**src/rtl/level_fifo_if.sv**
```systemverilog
// level_fifo_if: groups the write/read/flush requests and the data, flag and level
//   outputs of level_fifo into one bundle; the FIFO connects through the slave modport.
// Ports: i_clear/i_we/i_w_data/i_re driven by the user; o_* are driven by the FIFO.
interface level_fifo_if #(
    parameter int DBITS = 8,
    parameter int ABITS = 4
);
    logic             i_clear;
    logic             i_we;
    logic [DBITS-1:0] i_w_data;
    logic             i_re;
    logic [DBITS-1:0] o_r_data;
    logic             o_r_valid;
    logic             o_full;
    logic             o_empty;
    logic             o_almost_full;
    logic             o_almost_empty;
    logic [ABITS:0]   o_level;
    logic             o_overflow;
    logic             o_underflow;

    modport master (
        output i_clear, i_we, i_w_data, i_re,
        input  o_r_data, o_r_valid, o_full, o_empty, o_almost_full, o_almost_empty,
               o_level, o_overflow, o_underflow
    );

    modport slave (
        input  i_clear, i_we, i_w_data, i_re,
        output o_r_data, o_r_valid, o_full, o_empty, o_almost_full, o_almost_empty,
               o_level, o_overflow, o_underflow
    );
endinterface

```
**src/rtl/level_fifo.sv**
```systemverilog
// level_fifo: synchronous FIFO, 2**ABITS entries, fill level, almost thresholds, sticky error flags, flush.
// Latency: write visible after 1 edge; read data combinational (SHOW_AHEAD=1) or registered +1 cycle (SHOW_AHEAD=0).
// Backpressure: none; a write while full without a read is dropped (overflow), a read while empty is rejected (underflow).
// Ports: i_clk clock, i_rst synchronous active-high reset, bus = level_fifo_if.slave
//   (i_clear flush, i_we/i_w_data write, i_re pop, o_r_data/o_r_valid read, flags, o_level).
module level_fifo #(
    parameter int DBITS      = 8,
    parameter int ABITS      = 4,
    parameter int AF_THRESH  = 2**ABITS - 2,
    parameter int AE_THRESH  = 2,
    parameter int SHOW_AHEAD = 1
) (
    input  logic          i_clk,
    input  logic          i_rst,
    level_fifo_if.slave   bus
);
    localparam int DEPTH = 2**ABITS;
    localparam logic [ABITS:0] C_DEPTH = (ABITS+1)'(DEPTH);
    localparam logic [ABITS:0] C_AF    = (ABITS+1)'(AF_THRESH);
    localparam logic [ABITS:0] C_AE    = (ABITS+1)'(AE_THRESH);

    logic [DBITS-1:0] r_ram [DEPTH];
    logic [ABITS-1:0] r_wptr;
    logic [ABITS-1:0] r_rptr;
    logic [ABITS:0]   r_level;
    logic             r_overflow;
    logic             r_underflow;

    logic w_full;
    logic w_empty;
    logic w_flush;
    logic w_rd_acc;
    logic w_wr_acc;

    assign w_full   = (r_level == C_DEPTH);
    assign w_empty  = (r_level == '0);
    assign w_flush  = i_rst | bus.i_clear;
    assign w_rd_acc = bus.i_re & ~w_empty;
    // A write into a full FIFO is still accepted when a pop frees the head slot in the same cycle.
    assign w_wr_acc = bus.i_we & (~w_full | w_rd_acc);

    always_ff @(posedge i_clk) begin
        if (w_flush) begin
            r_wptr      <= '0;
            r_rptr      <= '0;
            r_level     <= '0;
            r_overflow  <= 1'b0;
            r_underflow <= 1'b0;
        end else begin
            if (w_wr_acc) r_wptr <= r_wptr + ABITS'(1);
            if (w_rd_acc) r_rptr <= r_rptr + ABITS'(1);
            if (w_wr_acc && !w_rd_acc)
                r_level <= r_level + (ABITS+1)'(1);
            else if (!w_wr_acc && w_rd_acc)
                r_level <= r_level - (ABITS+1)'(1);
            if (bus.i_we && !w_wr_acc) r_overflow  <= 1'b1;
            if (bus.i_re && !w_rd_acc) r_underflow <= 1'b1;
        end
    end

    // Storage is deliberately not reset; a write coinciding with reset/flush is discarded.
    always_ff @(posedge i_clk) begin
        if (!w_flush && w_wr_acc) r_ram[r_wptr] <= bus.i_w_data;
    end

    assign bus.o_full         = w_full;
    assign bus.o_empty        = w_empty;
    assign bus.o_almost_full  = (r_level >= C_AF);
    assign bus.o_almost_empty = (r_level <= C_AE);
    assign bus.o_level        = r_level;
    assign bus.o_overflow     = r_overflow;
    assign bus.o_underflow    = r_underflow;

    if (SHOW_AHEAD != 0) begin : g_show_ahead
        // Head entry is always presented; when empty it is whatever stale word sits at r_rptr.
        assign bus.o_r_data  = r_ram[r_rptr];
        assign bus.o_r_valid = ~w_empty;
    end else begin : g_registered
        logic [DBITS-1:0] r_r_data;
        logic             r_r_valid;

        always_ff @(posedge i_clk) begin
            if (w_flush) begin
                r_r_data  <= '0;
                r_r_valid <= 1'b0;
            end else begin
                r_r_valid <= w_rd_acc;
                if (w_rd_acc) r_r_data <= r_ram[r_rptr];
            end
        end

        assign bus.o_r_data  = r_r_data;
        assign bus.o_r_valid = r_r_valid;
    end
endmodule
```
**src/flat_wrapper.sv**
```systemverilog
// flat-port wrapper written by rule: the top's interface ports become plain ports
module level_fifo_flat 
#(
    parameter int DBITS      = 8,
    parameter int ABITS      = 4,
    parameter int AF_THRESH  = 2**ABITS - 2,
    parameter int AE_THRESH  = 2,
    parameter int SHOW_AHEAD = 1
)
  (i_clk, i_rst, bus_i_clear, bus_i_we, bus_i_w_data, bus_i_re, bus_o_r_data, bus_o_r_valid, bus_o_full, bus_o_empty, bus_o_almost_full, bus_o_almost_empty, bus_o_level, bus_o_overflow, bus_o_underflow);
  level_fifo_if #(.DBITS(DBITS), .ABITS(ABITS)) bus_i ();
  input  logic i_clk;
  input  logic i_rst;
  input wire logic [$bits(bus_i.i_clear)-1:0] bus_i_clear;
  input wire logic [$bits(bus_i.i_we)-1:0] bus_i_we;
  input wire logic [$bits(bus_i.i_w_data)-1:0] bus_i_w_data;
  input wire logic [$bits(bus_i.i_re)-1:0] bus_i_re;
  output wire logic [$bits(bus_i.o_r_data)-1:0] bus_o_r_data;
  output wire logic [$bits(bus_i.o_r_valid)-1:0] bus_o_r_valid;
  output wire logic [$bits(bus_i.o_full)-1:0] bus_o_full;
  output wire logic [$bits(bus_i.o_empty)-1:0] bus_o_empty;
  output wire logic [$bits(bus_i.o_almost_full)-1:0] bus_o_almost_full;
  output wire logic [$bits(bus_i.o_almost_empty)-1:0] bus_o_almost_empty;
  output wire logic [$bits(bus_i.o_level)-1:0] bus_o_level;
  output wire logic [$bits(bus_i.o_overflow)-1:0] bus_o_overflow;
  output wire logic [$bits(bus_i.o_underflow)-1:0] bus_o_underflow;
  assign bus_i.i_clear = bus_i_clear;
  assign bus_i.i_we = bus_i_we;
  assign bus_i.i_w_data = bus_i_w_data;
  assign bus_i.i_re = bus_i_re;
  assign bus_o_r_data = bus_i.o_r_data;
  assign bus_o_r_valid = bus_i.o_r_valid;
  assign bus_o_full = bus_i.o_full;
  assign bus_o_empty = bus_i.o_empty;
  assign bus_o_almost_full = bus_i.o_almost_full;
  assign bus_o_almost_empty = bus_i.o_almost_empty;
  assign bus_o_level = bus_i.o_level;
  assign bus_o_overflow = bus_i.o_overflow;
  assign bus_o_underflow = bus_i.o_underflow;
  level_fifo #(.DBITS(DBITS), .ABITS(ABITS), .AF_THRESH(AF_THRESH), .AE_THRESH(AE_THRESH), .SHOW_AHEAD(SHOW_AHEAD)) u_core (.i_clk(i_clk), .i_rst(i_rst), .bus(bus_i));
endmodule
```
**config.mk**
```make
export PLATFORM = sky130hd
export DESIGN_NAME = level_fifo_flat
export DESIGN_NICKNAME = d
export VERILOG_FILES = /design/src/rtl/level_fifo_if.sv /design/src/rtl/level_fifo.sv /design/src/flat_wrapper.sv
export SDC_FILE = /design/constraint.sdc
export NUM_CORES = 1
export LEC_CHECK = 0
export CAP_MARGIN = 10
export CORE_MARGIN = 2
export CORE_UTILIZATION = 52
export DETAILED_ROUTE_END_ITERATION = 10
export MAX_ROUTING_LAYER = met4
export PLACE_DENSITY = 0.81
export SLEW_MARGIN = 30
export SYNTH_ARGS = -nofsm -noshare
export SYNTH_HDL_FRONTEND = slang
export SYNTH_SLANG_ARGS = --single-unit
export TNS_END_PERCENT = 1
```
**constraint.sdc**
```tcl
create_clock -name i_clk -period 3.16 [get_ports i_clk]
set_input_delay 0.474 -clock i_clk [delete_from_list [all_inputs] [get_ports i_clk]]
set_output_delay 0.474 -clock i_clk [all_outputs]
set_load 0.02 [all_outputs]
```
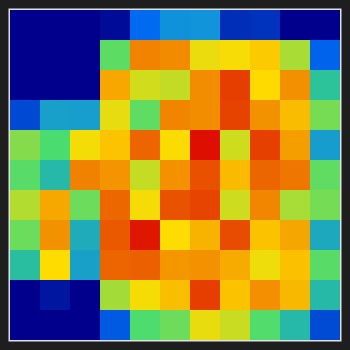
(images/density.png)
Scale: 3 px per um. 11 x 11 tiles, from dark blue (low) to red (high), 0 to 100% covered.
emptiest ninth of the die: north-west
nearly empty tiles: 13%
mean over tiles: 57%
densest ninth of the die: centre
Core Region: 10,900 um^2
Init Core Util: 0.537

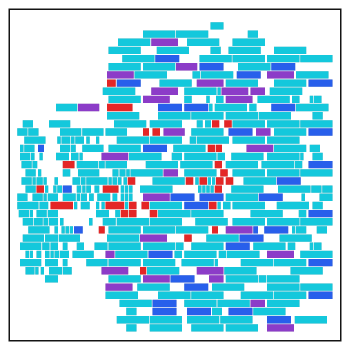
(images/drive_strength.png)
Scale: 3 px per um.
[drive 2] blue | cells: 36 | most used: mux4_2
[drive 3 to 4] red | cells: 31 | most used: buf_4
[drive 6 and up] purple | cells: 28 | most used: clkbuf_16
[drive 1 or less] cyan | cells: 306 | most used: edfxtp_1

==> results.py <==
# Physical implementation metrics
metrics = {
    "run_status": {
        "status": "completed",
    },
    "placement": {
        "place.gp.congestion": 0.765,
        "post-dp-hpwl_mm": 7.39,
        "port_buffers": 32,
    },
    "critical_path": {
        "critPathArrivalTime_ns": 2.54,
        "end_kind": "output port",
        "critical_path.max_fanout": 16,
        "path_class": "register to output port",
        "crit_required_ns": 2.69,
    },
    "final_layout": {
        "syn2layout_area_growth_pct": 21.5,
        "nFillCells": 693,
        "register_area_um2": 4230,
        "buffer_area_frac": 0.0754,
        "logic_gate_count": 158,
        "buffers": 55,
        "layout-drive-gt1-share": 0.237,
        "flop-count": 147,
        "clkCellAreaFrac": 0.0842,
        "largest_class": "flip-flops and latches",
        "comb-cell-share": 0.216,
        "stdcell_count": 541,
        "nets": 412,
    },
    "floorplanning": {
        "dieArea_um2": 12100,
        "die_w_um": 110,
        "die_y_um": 110,
        "num_rows": 38,
    },
    "synth": {
        "async_flop_share": 0,
        "ys_ff": 147,
        "synthAoiAreaFrac": 0.0428,
        "yosys_warnings": 0,
        "synth_nets": 352,
        "yosys.area_share.adder": 0.0248,
        "synth-edff-count": 128,
        "ys_sh_mux": 0.128,
        "ys_chip_area_um2": 5850,
        "ys_sh_simple": 0.0578,
        "top_logic_kind": "multiplexers",
        "synth-main-ff-cell": "edfxtp_1",
        "ys_sh_xor": 0.00899,
        "synth_top_cell_by_count": "edfxtp_1",
        "yosys_cells": 328,
        "ys_seq_frac": 0.722,
        "top_area_frac": 0.657,
    },
    "power_and_ir_drop": {
        "powerDensity_nw_per_um2": 652,
        "switchingPower_w": 0.00107,
        "seq_power_w": 0.00216,
        "clockPowerShare": 0.424,
        "peakVddDrop_uv": 349,
        "swShare": 0.232,
        "leakagePower_nw": 2.40,
        "power.total_w": 0.00463,
        "pg_comb_w": 0.000509,
        "pwr-share-comb": 0.110,
        "pg_clk_w": 0.00196,
        "power.internal_w": 0.00356,
        "p_seq_frac": 0.466,
    },
    "clock_tree": {
        "clk_pin_slew_ns": 0.06,
        "cts_tree": "built",
        "clock-root-buffer": "clkbuf_8",
    },
    "final_timing": {
        "fmax_ghz": 0.332,
        "fin_ws_ns": 0.145,
        "finalHoldViolations": 0,
        "final_max_slew_viol_count": 0,
        "whs_ns": 0.489,
        "setup_violations": 0,
    },
    "grt": {
        "grt_max_degree": 33,
        "grt_pass1_wl_mm": 17.7,
        "grt_overflow": 0,
        "grt_pass1_vias": 3253,
        "use_met3": 0.0529,
        "busiest_layer": "met2",
    },
    "flow_run": {
        "drv_cap": 0,
        "tool_warnings": 30,
    },
    "drt": {
        "drc_errors": 0,
        "highest_layer": "met4",
        "wl_met3_um": 562,
        "wl_per_cell_um": 20.9,
        "vias_per_cell": 5.77,
        "vias": 3121,
    },
}
==> worst paths after layout <==
path	from	endpoint	slack, ns	cells past startpoint
worst max register to register	u_core.bus.o_level[0]	u_core.bus.o_level[4]	0.19	9
worst min register to register	u_core.bus.o_underflow	u_core.bus.o_underflow	0.49	2
worst min-delay path	u_core.bus.o_underflow	u_core.bus.o_underflow	0.49	2
worst max-delay path	register	bus_o_r_data[5]	0.14	5
==> critical path, stage by stage, from the launching register on <==
cell	delay [ns]
dfxtp_4	0.43
buf_12	0.20
mux4_2	0.52
a22oi_1	0.26
nand2_1	0.08
clkdlybuf4s50_1	0.54
==> registers in the layout (all words and copies together) (netlist names), named ones only <==
name and cells:
u_core.bus.o_overflow 1, u_core.r_wptr 4, u_core.bus.o_level 5, u_core.r_rptr 4, u_core.r_ram 128, u_core.bus.o_underflow 1
Power is estimated from default activity; no workload was simulated.
